`src/rtl/flash_read_fsm.sv`:
```
// Sequential flash read controller: one Avalon-style read per start pulse, capture, advance word address.
// Optional read abort after TIMEOUT_CYCLES wait cycles is compiled in with `define FLASH_READ_TIMEOUT_EN.
module flash_read_fsm #(
  parameter int ADDR_W         = 23,
  parameter int DATA_W         = 32,
  parameter int TIMEOUT_CYCLES = 255
) (
  input  logic              clk,
  input  logic              rst,
  input  logic              start,
  input  logic              readdatavalid,
  input  logic [DATA_W-1:0] readdata,
  output logic              read,
  output logic [ADDR_W-1:0] addr,
  output logic [DATA_W-1:0] data,
  output logic              data_en,
  output logic              gen_addr,
  output logic              timeout
);

  typedef enum logic [1:0] {IDLE, REQ, WAIT, DONE} state_t;

  state_t            state_q, state_d;
  logic [ADDR_W-1:0] addr_q;
  logic [DATA_W-1:0] data_q;
  logic              read_q, data_en_q, gen_addr_q;
  logic              capture;
  logic              expire;

`ifdef FLASH_READ_TIMEOUT_EN
  localparam int CNT_W = (TIMEOUT_CYCLES > 1) ? $clog2(TIMEOUT_CYCLES) : 1;

  logic [CNT_W-1:0] wait_cnt_q;
  logic             timeout_q;

  // The counter holds k-1 during the k-th WAIT cycle, so this flags the last allowed one.
  assign expire = (state_q == WAIT) && (wait_cnt_q == CNT_W'(TIMEOUT_CYCLES - 1));
`else
  assign expire = 1'b0;
`endif

  assign capture = ((state_q == REQ) || (state_q == WAIT)) && readdatavalid;

  always_comb begin
    state_d = state_q;
    case (state_q)
      IDLE:    if (start) state_d = REQ;
      REQ:     state_d = readdatavalid ? DONE : WAIT;
      WAIT: begin
        if (readdatavalid)  state_d = DONE;
        else if (expire)    state_d = IDLE;
      end
      DONE:    state_d = IDLE;
      default: state_d = IDLE;
    endcase
  end

  // Outputs are registered from the next state so they line up with state_q (Moore).
  always_ff @(posedge clk) begin
    if (!rst) begin
      state_q    <= IDLE;
      addr_q     <= '0;
      data_q     <= '0;
      read_q     <= 1'b0;
      data_en_q  <= 1'b0;
      gen_addr_q <= 1'b0;
`ifdef FLASH_READ_TIMEOUT_EN
      wait_cnt_q <= '0;
      timeout_q  <= 1'b0;
`endif
    end else begin
      state_q    <= state_d;
      read_q     <= (state_d == REQ);
      data_en_q  <= (state_d == DONE);
      gen_addr_q <= (state_d == DONE);
      if (capture)    data_q <= readdata;
      if (gen_addr_q) addr_q <= addr_q + 1'b1;
`ifdef FLASH_READ_TIMEOUT_EN
      if (state_d == REQ)       wait_cnt_q <= '0;
      else if (state_q == WAIT) wait_cnt_q <= wait_cnt_q + 1'b1;
      timeout_q <= expire && !readdatavalid;
`endif
    end
  end

  assign read     = read_q;
  assign addr     = addr_q;
  assign data     = data_q;
  assign data_en  = data_en_q;
  assign gen_addr = gen_addr_q;
`ifdef FLASH_READ_TIMEOUT_EN
  assign timeout  = timeout_q;
`else
  assign timeout  = 1'b0;
`endif

endmodule

```
`config.mk`:
```
export PLATFORM = sky130hd
export DESIGN_NAME = flash_read_fsm
export DESIGN_NICKNAME = d
export VERILOG_FILES = /design/src/rtl/flash_read_fsm.sv
export SDC_FILE = /design/constraint.sdc
export NUM_CORES = 1
export LEC_CHECK = 0
export CAP_MARGIN = 20
export CELL_PAD_IN_SITES_DETAIL_PLACEMENT = 1
export CELL_PAD_IN_SITES_GLOBAL_PLACEMENT = 2
export CORE_ASPECT_RATIO = 2
export CORE_UTILIZATION = 21
export CTS_CLUSTER_SIZE = 28
export DETAILED_ROUTE_END_ITERATION = 10
export MAX_ROUTING_LAYER = met4
export PLACE_DENSITY = 0.76
export SYNTH_ARGS = -nofsm -noshare
export SYNTH_HDL_FRONTEND = slang
export SYNTH_SLANG_ARGS = --single-unit
```
`constraint.sdc`:
```
create_clock -name clk -period 1.8 [get_ports clk]
set_input_delay 0.18 -clock clk [delete_from_list [all_inputs] [get_ports clk]]
set_output_delay 0.18 -clock clk [all_outputs]
set_load 0.01 [all_outputs]
```
Run 1, placement by cell class:
The bar under the picture is 20 um long.
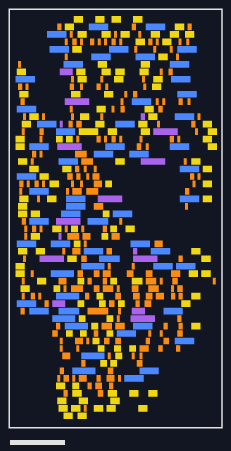
Key: clock drivers and dummy loads = purple [cells 16]; flops = blue [cells 59]; other buffers and delay cells = yellow [cells 124]; combinational and other logic = orange [cells 210]

Run 1, logic cells by family:
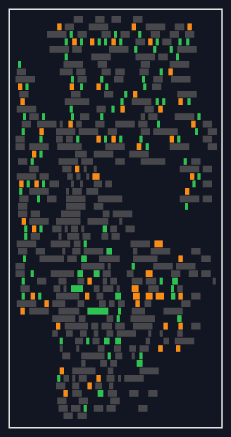
Key: NAND gates = green [cells 92, most used nand2_1, where spread over the die]; inverting AOI/OAI gates = orange [cells 55, most used a21oi_1, where spread over the die]
Top cell excl fill/tap: clkdlybuf4s50_1
Comb area share: 27.5%
Cell Count, Final, Fillers Out: 549

Run 1, clock distribution:
The bar under the picture is 20 um long.
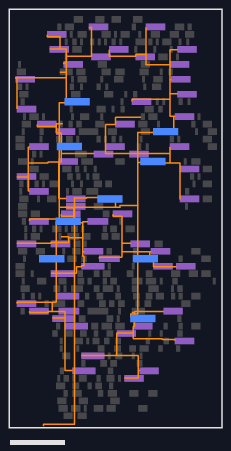
Key: flip-flops = purple [count 59]; clock drivers = blue [count 9]; clock wires = orange [length 944 um]
There are 10 routed clock nets. Position of the flops: spread over the die.

Run 1, met2 routing:
Cells faint in the background.
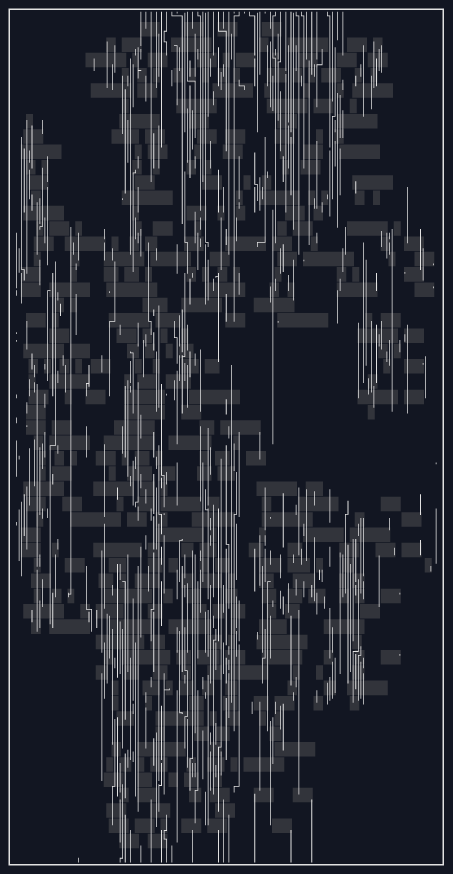
The layer holds 59% of the routed length. 408 nets have wire on it. The wires run mostly vertical.
drt total wl: 8150 um
met2 usage: 29.0%
via count: 2435

==> results.json, run 1 <==
{
  "status": "complete, no violations",
  "syn_area_per_cell_um2": 8.25,
  "min_path_cells": 3,
  "arrival_ns": 2.02,
  "synth_top_area_share_pct": 50.2,
  "mi_logic_area_um2": 1090,
  "clock_buffers": 14,
  "placed_area_um2": 3640,
  "report.final.hold_viol_count": 0,
  "routed.top_layer": "met4",
  "utilization_pct": 36.5,
  "cap_viol_max_count": 0,
  "fin_nets": 444,
  "fin_hold_ws_ns": 0.405,
  "switching_share_pct": 24.6,
  "rows": 54,
  "worstPathRequired_ns": 2.05,
  "seq_share_pct": 30.5,
  "regToRegSetupSlack_ns": 0.03,
  "largest_reg_flops": 32,
  "use_met3_pct": 1.92,
  "yosys-stat-area_um2": 2350,
  "clkTransAtPathRegs_ns": 0.05,
  "grt_usage_pct": 14.9,
  "top_logic_kind": "simple AND/OR/NAND/NOR gates",
  "pin_count": 95,
  "wl_met2_um": 4820,
  "reg2reg_from": "addr[7]",
  "tritoncts": "done",
  "slowest_stage": "or4_4",
  "placed_cells": 531,
  "synth_seq_share_pct": 50.2,
  "ant_nets": 0,
  "area_leaders": "dfxtp_1 50%, nand2_1 12%, a21oi_1 9.1%, xnor2_1 2.2%, ha_1 2.1%",
  "buffers": 124,
  "routedLengthMet1_um": 2940,
  "vias_per_cell": 4.44,
  "drt_iter0_drc": 73,
  "ctsHtreeMaxLevel": 3,
  "seq_cell_count": 59,
  "ys_warn_count": 0,
  "clkLatencyLatePin_ns": 0.32,
  "pwr-share-comb_pct": 15.7,
  "p_clk_share_pct": 44.8,
  "power_density_nw_per_um2": 905,
  "hp-start": "readdata[25]",
  "taps": 140,
  "design_area_um2": 3970,
  "crit_path_max_incr_delay_ns": 0.59,
  "mux_share_pct": 1.70,
  "min_to": "data[25]",
  "cts_made_buffers": 9,
  "synth-cells-yosys": 285,
  "critPathTopFamily": "simple AND/OR/NAND/NOR gates",
  "core_um2": 10900,
  "ys_sh_xor_pct": 3.35,
  "warning_count": 29
}
==> run 1 -> run 2 <==
--- a/config.mk
+++ b/config.mk
@@ -12,7 +12,6 @@
 export CORE_UTILIZATION = 21
 export CTS_CLUSTER_SIZE = 28
 export DETAILED_ROUTE_END_ITERATION = 10
-export MAX_ROUTING_LAYER = met4
 export PLACE_DENSITY = 0.76
 export SYNTH_ARGS = -nofsm -noshare
 export SYNTH_HDL_FRONTEND = slang
Run 2, logic cells by family:
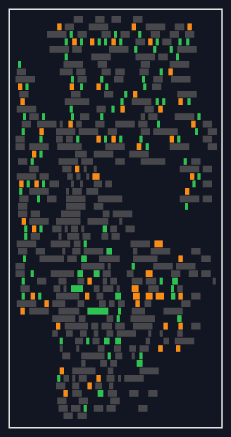
Key: NAND gates = green [cells 92, most used nand2_1, where spread over the die]; inverting AOI/OAI gates = orange [cells 55, most used a21oi_1, where spread over the die]

==> run 2 against run 1 <==
- clock skew hardly changed
- worst hold slack hardly changed
- clock-buffer cell count stayed put
- critical path type unchanged
- largest cell class unchanged
==> results.json, run 2 <==
{
  "clkLatencyLatePin_ns": 0.32,
  "placed_cells": 531,
  "use_met3_pct": 2.57,
  "crit_path_max_incr_delay_ns": 0.59,
  "worstPathRequired_ns": 2.05,
  "seq_cell_count": 59,
  "largest_reg_flops": 32,
  "utilization_pct": 36.5,
  "ys_sh_xor_pct": 3.35,
  "reg2reg_from": "addr[7]",
  "mux_share_pct": 1.70,
  "switching_share_pct": 24.5,
  "critPathTopFamily": "simple AND/OR/NAND/NOR gates",
  "clock_buffers": 14,
  "synth_seq_share_pct": 50.2,
  "clkTransAtPathRegs_ns": 0.05,
  "dr_total_vias": 2435,
  "ant_nets": 0,
  "taps": 140,
  "comb_share_pct": 27.5,
  "mostFrequentLayoutCell": "clkdlybuf4s50_1",
  "fin_cells": 549,
  "wirelength_um": 8120,
  "routedLengthMet1_um": 2810,
  "top_logic_kind": "simple AND/OR/NAND/NOR gates",
  "min_path_cells": 3,
  "vias_per_cell": 4.44,
  "area_leaders": "dfxtp_1 50%, nand2_1 12%, a21oi_1 9.1%, xnor2_1 2.2%, ha_1 2.1%",
  "drt_iter0_drc": 51,
  "wl_met2_um": 4840,
  "ys_warn_count": 0,
  "pin_count": 95,
  "regToRegSetupSlack_ns": 0.03,
  "p_clk_share_pct": 44.8,
  "synth-cells-yosys": 285,
  "die_h_um": 152,
  "pwr-share-comb_pct": 15.7,
  "cts_made_buffers": 9,
  "final.fill_count": 1273,
  "syn_area_per_cell_um2": 8.25,
  "slowest_stage": "or4_4",
  "hp-start": "readdata[25]",
  "buffers": 124,
  "fin_hold_ws_ns": 0.405,
  "fin_nets": 444,
  "met2_usage_pct": 29.1,
  "reg2reg_depth": 4,
  "report.final.hold_viol_count": 0,
  "routed.top_layer": "met4",
  "arrival_ns": 2.02,
  "status": "complete, no violations",
  "grt_usage_pct": 14.5,
  "tritoncts": "done",
  "yosys-stat-area_um2": 2350,
  "cap_viol_max_count": 0,
  "min_to": "data[25]"
}
Run 2, placement by cell class:
The bar under the picture is 20 um long.
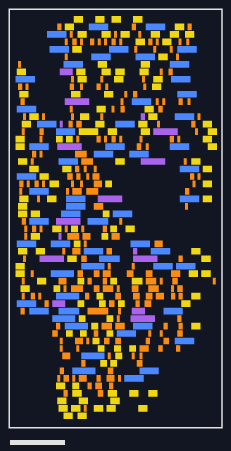
Key: combinational and other logic = orange [cells 210]; clock drivers and dummy loads = purple [cells 16]; other buffers and delay cells = yellow [cells 124]; flops = blue [cells 59]
sequential cell area share: 30.5%
core region area: 10900 um2
final instance area: 3970 um2
Rows: 54

Power is estimated from default activity; no workload was simulated.
